==> images/gates.png <==
Scale bar: 20 µm.
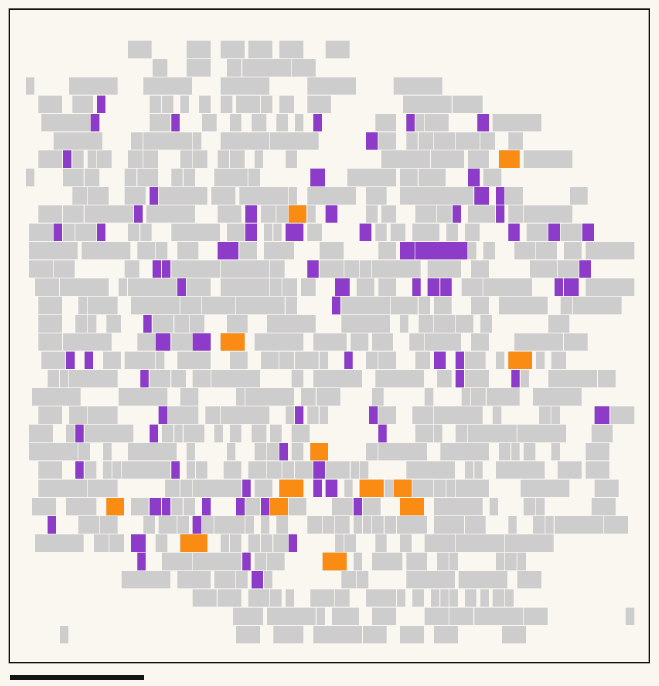
==> images/clock_wires.png <==
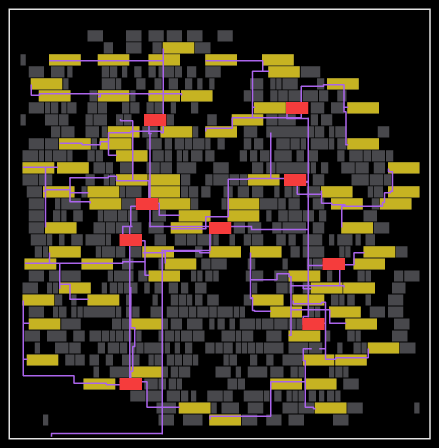
==> images/layers.png <==
Scale bar: 20 µm.
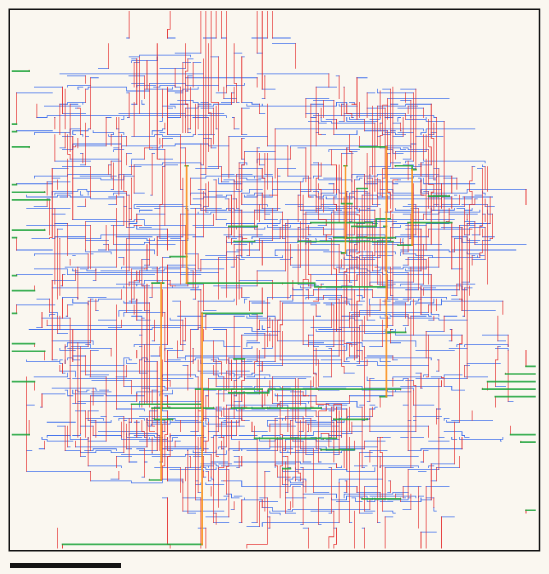
==> images/util_map.png <==
10 x 10 tiles, from dark blue (low) to red (high), 0 to 100% covered.
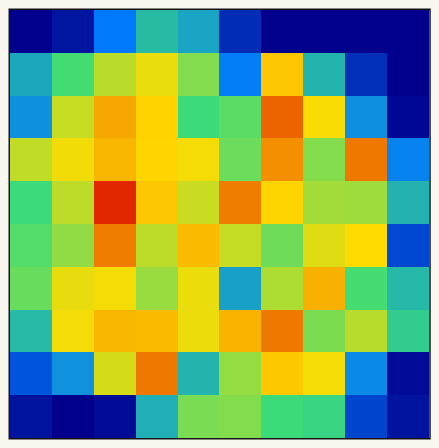
==> images/congestion_map.png <==
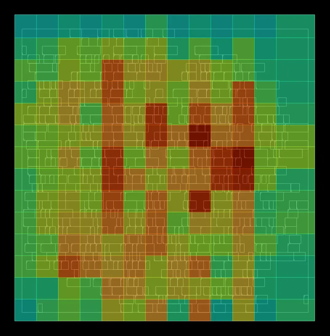
$ cat src/rtl/tdc_disp_stat.sv
// Windowed TDC mean/count stage feeding the six-digit hex display, with a display hold.
// Build option TDC_MAX_TRACK_EN: data2 shows the window maximum instead of the running sample count.
module tdc_disp_stat #(
  parameter int LOG2_N      = 4,
  parameter int HOLD_CYCLES = 50000000
) (
  input  logic        CLK,
  input  logic        RST_N,
  input  logic        tdc_valid,
  input  logic [11:0] tdc_value,
  input  logic        clear,
  output logic [11:0] data1,
  output logic [20:0] data2,
  output logic        upd,
  output logic        busy
);

  localparam int SW = 12 + LOG2_N;
  localparam int CW = LOG2_N + 1;
  localparam int TW = (HOLD_CYCLES > 1) ? $clog2(HOLD_CYCLES) : 1;
  localparam logic [CW-1:0] LAST_IDX = CW'((1 << LOG2_N) - 1);
  localparam logic [TW-1:0] HOLD_LOAD = TW'(HOLD_CYCLES - 1);

  typedef enum logic [1:0] {ACC, LATCH, HOLD} state_t;

  state_t        state, state_next;
  logic [SW-1:0] sum;
  logic [CW-1:0] cnt;
  logic [TW-1:0] timer;
`ifdef TDC_MAX_TRACK_EN
  logic [11:0]   wmax;
`else
  logic [20:0]   total;
`endif

  always_ff @(posedge CLK) begin
    if (!RST_N || clear) state <= ACC;
    else                 state <= state_next;
  end

  always_comb begin
    state_next = state;
    busy       = (state != ACC);
    case (state)
      ACC:     if (tdc_valid && cnt == LAST_IDX) state_next = LATCH;
      LATCH:   state_next = HOLD;
      HOLD:    if (timer == '0) state_next = ACC;
      default: state_next = ACC;
    endcase
  end

  always_ff @(posedge CLK) begin
    if (!RST_N || clear) begin
      sum   <= '0;
      cnt   <= '0;
      timer <= '0;
      data1 <= '0;
      data2 <= '0;
      upd   <= 1'b0;
`ifdef TDC_MAX_TRACK_EN
      wmax  <= '0;
`else
      total <= '0;
`endif
    end else begin
      upd <= 1'b0;
      case (state)
        ACC: begin
          if (tdc_valid) begin
            sum <= sum + SW'(tdc_value);
            cnt <= cnt + 1'b1;
`ifdef TDC_MAX_TRACK_EN
            if (tdc_value > wmax) wmax <= tdc_value;
`endif
          end
        end
        LATCH: begin
          // Truncating divide: drop the LOG2_N low bits of the window sum.
          data1 <= sum[SW-1:LOG2_N];
`ifdef TDC_MAX_TRACK_EN
          data2 <= {9'b0, wmax};
          wmax  <= '0;
`else
          total <= total + 21'(1 << LOG2_N);
          data2 <= total + 21'(1 << LOG2_N);
`endif
          upd   <= 1'b1;
          sum   <= '0;
          cnt   <= '0;
          timer <= HOLD_LOAD;
        end
        HOLD: begin
          if (timer != '0) timer <= timer - 1'b1;
        end
        default: ;
      endcase
    end
  end

endmodule

$ cat config.mk
export PLATFORM = sky130hd
export DESIGN_NAME = tdc_disp_stat
export DESIGN_NICKNAME = d
export VERILOG_FILES = /design/src/rtl/tdc_disp_stat.sv
export SDC_FILE = /design/constraint.sdc
export NUM_CORES = 1
export LEC_CHECK = 0
export CAP_MARGIN = 5
export CORE_AREA = 2 2 93 95
export DETAILED_ROUTE_END_ITERATION = 12
export DIE_AREA = 0 0 95 97
export PLACE_DENSITY = 0.76
export SKIP_LAST_GASP = 1
export SLEW_MARGIN = 20
export SYNTH_ARGS = -nofsm -noshare
export SYNTH_HDL_FRONTEND = slang
export SYNTH_SLANG_ARGS = --single-unit
$ cat constraint.sdc
create_clock -name CLK -period 3.65 [get_ports CLK]
set_clock_uncertainty 0.2 [all_clocks]
set_input_delay 0.365 -clock CLK [delete_from_list [all_inputs] [get_ports CLK]]
set_output_delay 0.365 -clock CLK [all_outputs]
set_load 0.05 [all_outputs]
==> impl_metrics.tcl <==
# collected from the flow reports
set metrics [dict create \
    run_status "finished, final reports clean" \
    vdd_drop_max_mv 0.157 \
    startpoint "timer[0]" \
    antenna_found_initial 0 \
    num_vias 3707 \
    syn2layout_area_growth_pct 17.5 \
    seq_power_share 0.524 \
    max_slew_margin 0.452 \
    path_cells "inv_1, ha_1, or4b_1, or4_1, or4_1, a21oi_1" \
    powerComb_uw 140 \
    synthesis.area_mm2 0.00416 \
    cts_root_buf "clkbuf_8" \
    dp.cells 638 \
    cp.depth 6 \
    dr_wl_met3_um 380 \
    common_cells "dfxtp_1, nand2_1, nor2_1" \
    crit_fanout 9 \
    setup_ws_ns 0.697 \
    fp_util 0.512 \
    cp_data_arrival_time_ns 3.03 \
    clock_latency_ns 0.36 \
    r2r_cells 6 \
    drc 0 \
    clock_power_uw 654 \
    power.total_mw 1.67 \
    slew_violations 0 \
    worst-path-buf-inv 1 \
    hpwl_um 6620 \
    comb_cells 388 \
    cts-buffers-inserted 9 \
    cts_max_level 3 \
    yosysMostFrequentCell "dfxtp_1" \
    cp-endpoint "timer[24]" \
    wl_met2_um 4200 \
    seq_share 0.324 \
    place_area_mm2 0.00469 \
    largest_class "multi-input combinational cells" \
    p_clk_frac 0.392 \
    cpLargestDelayFamily "simple AND/OR/NAND/NOR gates" \
    crit_top_cell "or4_1" \
    die_x_um 95 \
    warning_count 26 \
    detail_route.first_pass.iterations 4 \
    ys_cells 504 \
    end_kind "flop" \
]
-- gates.png (at the start) --
Key: nor cells = purple [cells 79, most used nor2_1]; non-inverting ao/oa cells = orange [cells 13, most used a21o_1]

-- clock_wires.png (at the start) --
Key: clock wires = purple [length 984 µm]; flip-flops = yellow [count 79]; clock-net drivers = red [count 9]
Position of the flops: all over the die.

-- layers.png (at the start) --
Key: M3 = green [wire length 381 µm]; M4 = orange [wire length 172 µm]; M1 = blue [wire length 4,630 µm]; M2 = red [wire length 4,200 µm]

-- util_map.png (at the start) --
22% of the tiles are over 75% full. The emptiest ninth of the die: top right. The mean over all tiles is 52%. 8.0% of the tiles are nearly empty. The fullest tile reaches 96%.

-- congestion_map.png (at the start) --
Finished Core Util: 0.601
met2 Use GR: 0.330
busiest metal layer after global routing: met2
Tot GR Track Use: 0.216
met1 usage: 0.305

kinds of logic (layout without fill, tap and decap cells):
kind of cell | count (synthesis) | in the layout | share of synthesized area
and+or+nand+nor | 221 | 221 | 0.278
buffers and inverters | 40 | 82 | 0.0421
muxes | 8 | 8 | 0.0198
xor gates and xnor gates | 21 | 21 | 0.0442
adders and majority gates | 17 | 17 | 0.0529
other | 1 | 4 | 0.000901
DFF | 79 | 79 | 0.380
AOI/OAI and AO/OA | 117 | 117 | 0.182
sequential cells by signal (all words and copies together), names as in the netlist:
register,count
timer,26
sum,16
upd,1
state,2
total,17
data1,12
cnt,5
tightest hold or removal path, cell delays in order (launching register included):
cell and delay (ns):
dfxtp_1 0.31, nand2_1 0.05, a21oi_1 0.05
